## src/rtl/int_controller.sv

```systemverilog
// Prioritized interrupt controller: latches source events into PENDING, applies
// per-source mask and edge/level mode, and runs an irq/ack/done handshake with the core.
module int_controller #(
    parameter int INT_SIG_WIDTH = 6
) (
    input  logic                     clk,
    input  logic                     nrst,
    input  logic [INT_SIG_WIDTH-1:0] int_sig,
    input  logic                     cfg_we,
    input  logic                     cfg_re,
    input  logic [1:0]               cfg_addr,
    input  logic [31:0]              cfg_wdata,
    output logic [31:0]              cfg_rdata,
    output logic                     irq,
    output logic [2:0]               irq_id,
    input  logic                     irq_ack,
    input  logic                     irq_done
);

    localparam int W = INT_SIG_WIDTH;

    typedef enum logic [1:0] {
        IDLE    = 2'd0,
        REQ     = 2'd1,
        SERVICE = 2'd2
    } state_t;

    state_t         state;
    logic [W-1:0]   mask;
    logic [W-1:0]   mode;
    logic [W-1:0]   pending;
    logic [W-1:0]   prev_sig;

    logic [W-1:0]   set_vec;
    logic [W-1:0]   w1c_vec;
    logic [W-1:0]   ack_vec;
    logic [W-1:0]   pending_next;
    logic [W-1:0]   mask_next;
    logic [W-1:0]   eligible;
    logic [2:0]     hi_idx;
    logic           ack_take;
    logic           withdraw;

    // Sets take priority over both clear paths; edge sources need a 0->1 transition,
    // level sources set every cycle they are high.
    always_comb begin
        set_vec      = int_sig & (~prev_sig | ~mode);
        w1c_vec      = (cfg_we && cfg_addr == 2'd2) ? cfg_wdata[W-1:0] : '0;
        ack_take     = (state == REQ) && irq_ack;
        ack_vec      = ack_take ? (W'(1) << irq_id) : '0;
        pending_next = (pending & ~(w1c_vec | ack_vec)) | set_vec;
        mask_next    = (cfg_we && cfg_addr == 2'd0) ? cfg_wdata[W-1:0] : mask;
        eligible     = pending & mask;
        withdraw     = !mask_next[irq_id] || !pending_next[irq_id];
        hi_idx       = 3'd0;
        for (int i = 0; i < W; i++) begin
            if (eligible[i]) begin
                hi_idx = 3'(i);
            end
        end
    end

    always_ff @(posedge clk or negedge nrst) begin
        if (!nrst) begin
            mask     <= '0;
            mode     <= '1;
            pending  <= '0;
            prev_sig <= '0;
        end else begin
            prev_sig <= int_sig;
            pending  <= pending_next;
            mask     <= mask_next;
            if (cfg_we && cfg_addr == 2'd1) begin
                mode <= cfg_wdata[W-1:0];
            end
        end
    end

    // Request FSM; irq_id is latched on entry to REQ and held until the next request.
    always_ff @(posedge clk or negedge nrst) begin
        if (!nrst) begin
            state  <= IDLE;
            irq    <= 1'b0;
            irq_id <= 3'd0;
        end else begin
            case (state)
                IDLE: begin
                    if (eligible != '0) begin
                        state  <= REQ;
                        irq    <= 1'b1;
                        irq_id <= hi_idx;
                    end
                end
                REQ: begin
                    if (ack_take) begin
                        state <= SERVICE;
                        irq   <= 1'b0;
                    end else if (withdraw) begin
                        state <= IDLE;
                        irq   <= 1'b0;
                    end
                end
                SERVICE: begin
                    if (irq_done) begin
                        state <= IDLE;
                    end
                end
                default: begin
                    state <= IDLE;
                    irq   <= 1'b0;
                end
            endcase
        end
    end

    always_ff @(posedge clk or negedge nrst) begin
        if (!nrst) begin
            cfg_rdata <= 32'd0;
        end else if (cfg_re) begin
            case (cfg_addr)
                2'd0:    cfg_rdata <= 32'(mask);
                2'd1:    cfg_rdata <= 32'(mode);
                2'd2:    cfg_rdata <= 32'(pending);
                default: cfg_rdata <= {26'd0, irq, irq_id, state};
            endcase
        end
    end

endmodule

```

## config.mk

```make
export PLATFORM = sky130hd
export DESIGN_NAME = int_controller
export DESIGN_NICKNAME = d
export VERILOG_FILES = /design/src/rtl/int_controller.sv
export SDC_FILE = /design/constraint.sdc
export NUM_CORES = 1
export LEC_CHECK = 0
export ABC_AREA = 1
export CAP_MARGIN = 15
export CORE_UTILIZATION = 43
export CTS_CLUSTER_SIZE = 12
export DETAILED_ROUTE_END_ITERATION = 12
export MAX_ROUTING_LAYER = met4
export PLACE_DENSITY = 0.8
export SYNTH_ARGS = -nofsm -noshare
export SYNTH_HDL_FRONTEND = slang
export SYNTH_SLANG_ARGS = --single-unit
```

## constraint.sdc

```tcl
create_clock -name clk -period 2.1 [get_ports clk]
set_clock_uncertainty 0.15 [all_clocks]
set_input_delay 0.42 -clock clk [delete_from_list [all_inputs] [get_ports clk]]
set_output_delay 0.42 -clock clk [all_outputs]
set_load 0.01 [all_outputs]
```

==> impl_metrics.ini, run 1 <==
; synthesis and place-and-route metrics
[setup_path]
rr_endpoint = state[0]$_DFFE_PN0P_
arrival_ps = 1430
crit_chain = clkdlybuf4s50_1
end_kind = output port
timing.critical_path.from = irq_id[2]$_DFFE_PN0P_
worst-path-buf-inv = 1
slowest_delay_ps = 600
r2r_slack_ps = 260
crit_end = irq_id[2]
rr_startpoint = irq_id[0]$_DFFE_PN0P_
worstSetupPathType = reg2out
worstRegToRegCells = 10

[timing]
fmax_mhz = 500
slew_viol_final = 0
final.setup.tns_ps = 0
finalClockPeriodUsage_pct = 95.2

[clock_tree]
cts_sinks = 36
path_clk_slew_ps = 70
clockBufferDepth = 2
h-tree-depth = 2
post_cts_buffers = 0
root_buffer = clkbuf_8

[floorplan]
initCoreUtil_pct = 45.3

[global_routing]
grt_use_total_pct = 21.1

[routing]
drt-total-wl_um = 4650
drc_errors = 0
routed.top_layer = met4

[hold_path]
hold-path-endpoint = cfg_rdata[0]$_DFFE_PN0P_

[layout]
syn2layout_area_growth_pct = 24.8

[synth]
syn_inst = 250
synth_warnings = 0

[run_status]
outcome = finished, final reports clean

[power]
clockPowerShare_pct = 22.3
seqPwrFrac_pct = 41.9
ir_drop_uv = 386

[flow_run]
warning_count = 52
[run 1: tightest hold or removal path, stage by stage (launching register included)]
cell and delay, ps:
dfrtp_1 350, nand2_1 50, o21ai_0 60
[run 1: layout make-up]
| type | instances | area [um2] |
|---|---|---|
| sequential | 36 | 908 |
| clock buffer | 7 | 96.3 |
| tap | 52 | 65.1 |
| inverter | 23 | 86.3 |
| fill | 425 | 1920 |
| multi-input combinational | 185 | 875 |
| timing repair buffer | 52 | 467 |
[run 1: cells in the final DEF (no fill, tap or decap), drive strengths merged, types with 3 or more instances in the layout]
cell           instances
nand2                 69
clkbuf                 7
a21oi                  4
a31oi                  3
o21ai                 23
nor2                  24
clkdlybuf4s50         26
inv                   23
conb                  26
dfrtp                 30
buf                   23
dfstp                  6
nand3                 17
[run 1: layer usage]
metal / track usage (%) / vias to the layer above
met4: 7.33 / 0
met2: 33.4 / 70
li1: - / 864
met1: 27.8 / 791
met3: 3.17 / 8
met5: - / -
[run 1: flip-flops by register name (all words and copies together) (netlist names)]
name,flops
irq_id,3
pending,6
mode,6
prev_sig,6
state,2
mask,6
cfg_rdata,6
irq,1
[run 1: power groups by stage]
stage | logic [mW] | registers, mW | clock network [mW]
floorplan | 0.545 | 0.991 | 0
global route | 0.970 | 1.04 | 0.566
finish | 0.863 | 1.01 | 0.538
global placement | 0.837 | 1.02 | 0
detailed placement | 0.854 | 1.02 | 0
CTS | 0.856 | 1.01 | 0.536
[run 1: through the flow]
stage               area, um2  power, mW  utilization (%)
floorplan                2090       1.54                -
finish                   2500       2.41             56.6
global placement         2380       1.85             54.0
global route             2500       2.58             56.6
detailed placement       2380       1.87             54.0
CTS                      2480       2.40             56.2
[run 1: cell usage after synthesis]
master / n / area, um2
nor2_1: 23 / 86.3
a21oi_2: 2 / 17.5
a21oi_1: 2 / 10.0
nand3b_1: 1 / 7.51
nand3_1: 17 / 85.1
nor3_1: 2 / 10.0
o21bai_1: 1 / 7.51
buf_2: 1 / 5.00
buf_6: 3 / 33.8
a21boi_0: 1 / 7.51
nand4_1: 2 / 12.5
a211oi_1: 2 / 15.0
nand2_1: 67 / 251
nand2_2: 2 / 12.5
o21a_1: 1 / 7.51
a31oi_1: 3 / 18.8
o22a_1: 1 / 8.76
o31ai_1: 2 / 15.0
a221oi_1: 1 / 8.76
buf_4: 26 / 195
mux2_2: 2 / 22.5
dfrtp_1: 30 / 751
dfstp_2: 6 / 158
o22ai_1: 1 / 6.26
a22o_1: 1 / 8.76
o211ai_1: 1 / 7.51
conb_1: 1 / 3.75
buf_1: 1 / 3.75
o21ai_1: 1 / 5.00
nor2_4: 1 / 11.3
o21ai_0: 19 / 95.1
o21ai_2: 3 / 26.3
inv_1: 23 / 86.3
[run 1: kinds of logic (layout without fill, tap and decap cells)]
group / after synthesis / in the layout / share of synthesized area, %
multiplexers: 2 / 2 / 1.13
AND/OR/NAND/NOR: 115 / 115 / 23.8
flip-flops: 36 / 36 / 45.4
buffers and inverters: 54 / 82 / 16.2
AND-OR/OR-AND: 42 / 42 / 13.3
other: 1 / 26 / 0.187
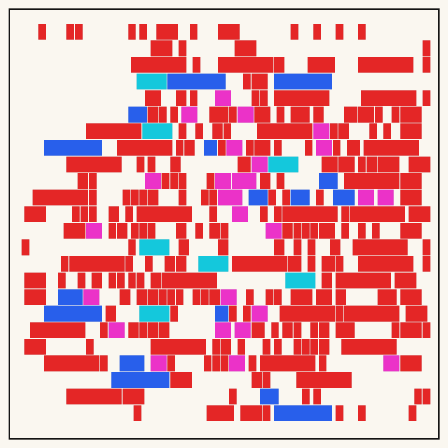
(run_1/sizes.png)
[red] _0 and _1 cells | cells: 255 | share: 84%
[blue] _2 cells | cells: 16 | share: 5.3%
[magenta] _3 and _4 cells | cells: 25 | share: 8.3%
[cyan] _6 and larger | cells: 7 | share: 2.3%

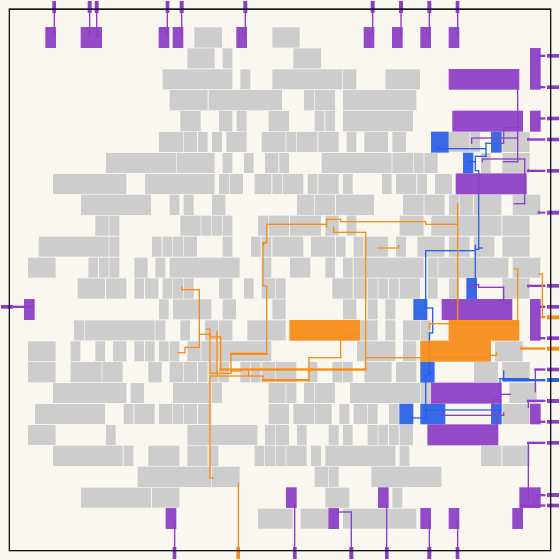
(run_1/io_fan.png)
[orange] irq_id | direction: output | end cells: 3 | buffers: 3 | wire: 245 um
[blue] cfg_re | direction: input | end cells: 9 | buffers: 2 | wire: 88.1 um
[purple] cfg_rdata | direction: output | end cells: 32 | buffers: 6 | wire: 158 um
Top Ports: 82
# port buffers: 29

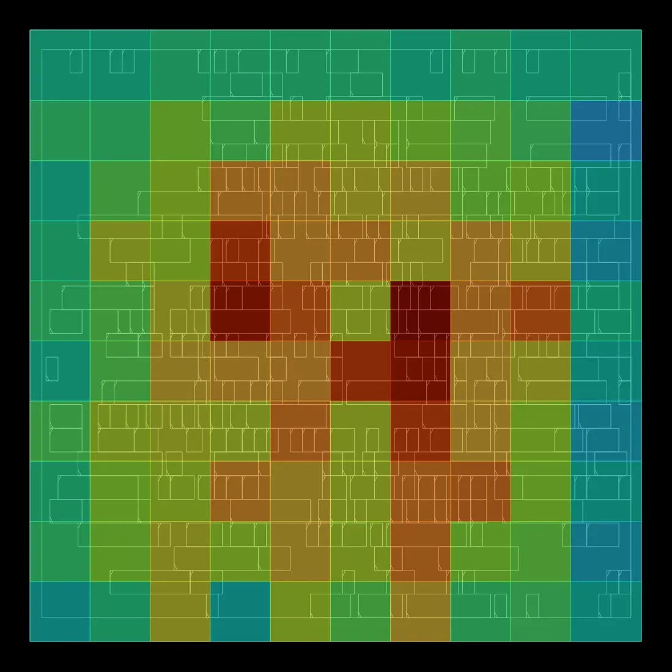
(run_1/congestion.png)
grt met2 use: 33.4%
GRT met1 Usage: 27.8%
GR Util met3: 3.17%

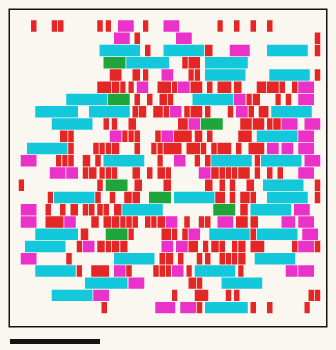
(run_1/placement_by_type.png)
Bar = 20 um.
[green] clock drivers and dummy loads | cells: 7 | share of their area: 4.0%
[red] combinational and other logic | cells: 208 | share of their area: 40%
[magenta] other buffers and delay cells | cells: 52 | share of their area: 19%
[cyan] flops | cells: 36 | share of their area: 37%

## Run 2: what changed since run 1
Settings changed: CORE_ASPECT_RATIO set to 0.9.
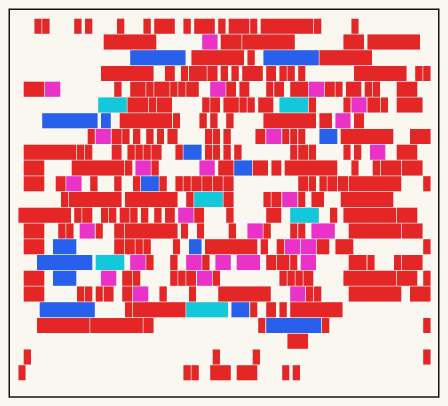
(run_2/sizes.png)
[red] _0 and _1 cells | cells: 258 | share: 84%
[cyan] _6 and larger | cells: 6 | share: 2.0%
[blue] _2 cells | cells: 15 | share: 4.9%
[magenta] _3 and _4 cells | cells: 28 | share: 9.1%

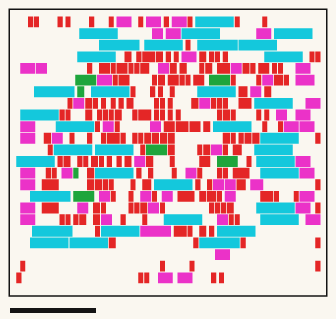
(run_2/placement_by_type.png)
Bar = 20 um.
[green] clock drivers and dummy loads | cells: 7 | share of their area: 3.2%
[red] combinational and other logic | cells: 208 | share of their area: 39%
[cyan] flops | cells: 36 | share of their area: 37%
[magenta] other buffers and delay cells | cells: 56 | share of their area: 21%

==> run 2 against run 1 <==
Worst hold slack lost 5.6 ps. Fmax fell by 0.67%. First-iteration DRC count fell by 7.8%. Sequential share of layout area down 0.38 points. Register-to-register slack got worse by 20 ps. Sequential power about the same. Utilization about the same. Flip-flop count unchanged. Non-clock buffer count increased by 4. Synthesized cell count unchanged. Via count fell by 0.81%. Combinational power decreased by 0.5%. Critical path type unchanged.
==> impl_metrics.ini, run 2 <==
; synthesis and place-and-route metrics
[placement]
port_buffers = 29

[synth]
syn_inst = 250
synthArstFlopShare_pct = 100
netlist.top_cell.by_area = dfrtp_1
synthTopCellsByCount = nand2_1 (67), dfrtp_1 (30), buf_4 (26), inv_1 (23), nor2_1 (23)

[setup_path]
rr_startpoint = irq_id[0]$_DFFE_PN0P_
crit_chain = clkdlybuf4s50_1
arrival_ps = 1440
worstRegToRegCells = 10
worst-path-buf-inv = 1

[power]
ir_drop_uv = 458

[floorplan]
initCoreUtil_pct = 44.9
io_pins = 82

[timing]
fmax_mhz = 497

[routing]
drt-total-wl_um = 4660

[clock_tree]
clockBufferDepth = 2
post_cts_buffers = 0

[layout]
syn2layout_area_growth_pct = 26.1

[hold_path]
hold-path-endpoint = cfg_rdata[2]$_DFFE_PN0P_

[run_status]
outcome = finished, final reports clean
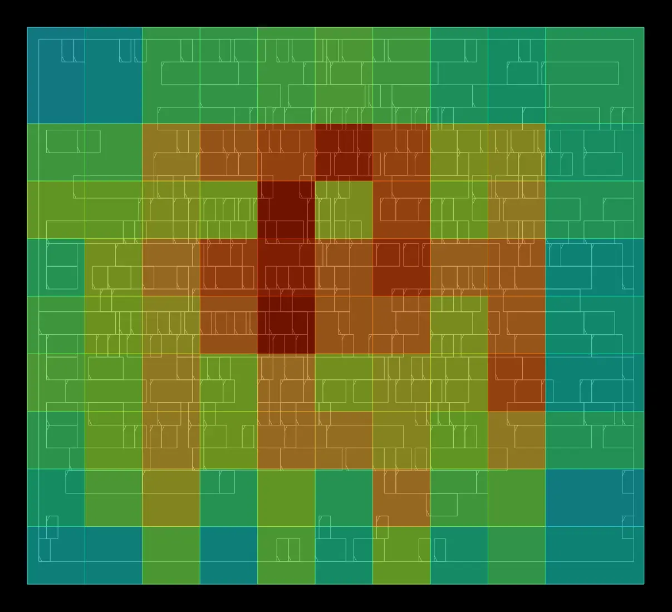
(run_2/congestion.png)
GRT met1 Usage: 29.6%
Post-Route Utilization: 56.6%
GR Util met3: 6.05%

run 2: cell type report:
type                    instances  area [um2]  area share, %
clock buffers                   6        72.6           2.88
clock inverters                 1        5.00          0.198
inverters                      23        86.3           3.42
multi-input cells             185         867           34.4
flip-flops and latches         36         908           36.0
well taps                      62        77.6           3.07
repair buffers                 56         507           20.1
run 2: how the worst max path moves through the flow:
stage	from	end	slack (ps)
final	irq_id[2]$_DFFE_PN0P_	irq_id[2]	90
after global routing	cfg_we	state[0]$_DFFE_PN0P_	10
after CTS	cfg_addr[0]	irq$_DFFE_PN0P_	9
after detailed placement	cfg_addr[1]	state[0]$_DFFE_PN0P_	-320
after global placement	cfg_addr[1]	state[0]$_DFFE_PN0P_	-320
after floorplan	cfg_addr[1]	irq$_DFFE_PN0P_	340
run 2: what timing repair did:
item | in CTS | in global routing
setup endpoints to repair | 1 | 13
endpoints found under the hold margin | 0 | 0
gates resized | 1 | 2
gates cloned | 0 | 0
run 2: routing by layer:
metal | GRT usage [%] | vias to the layer above | wire length (um) | part of all wire, %
met1 | 29.6 | 788 | 2290 | 49
met2 | 33.5 | 57 | 2070 | 44
met3 | 6.05 | 5 | 260 | 5.6
met5 | - | - | 0 | 0
li1 | - | 869 | - | -
met4 | 5.05 | 0 | 41 | 0.88
run 2: cell families (layout without fill, tap and decap cells):
logic type,after synthesis,count (layout),share of synthesized area (%)
AOI/OAI and AO/OA,42,42,13.3
buffers and inverters,54,86,16.2
DFF,36,36,45.4
muxes,2,2,1.13
other,1,26,0.187
and+or+nand+nor,115,115,23.8
run 2: report_power, final:
part | switching, mW | total [mW] | internal (mW)
clock network | 0.235 | 0.460 | 0.225
logic | 0.478 | 0.859 | 0.382
registers | 0.162 | 1.01 | 0.851
total | 0.874 | 2.33 | 1.46
run 2: stage by stage:
step	utilization [%]	area, um2	setup TNS, ps	instances	hold WS [ps]
floorplan	-	2090	0	275	-25.6
global placement	54.7	2440	-2780	362	321
detailed placement	54.7	2440	-2870	362	321
CTS	56.4	2520	0	369	339
global route	56.6	2520	0	369	376
finish	56.6	2520	0	369	339
Power and IR drop assume default switching activity.
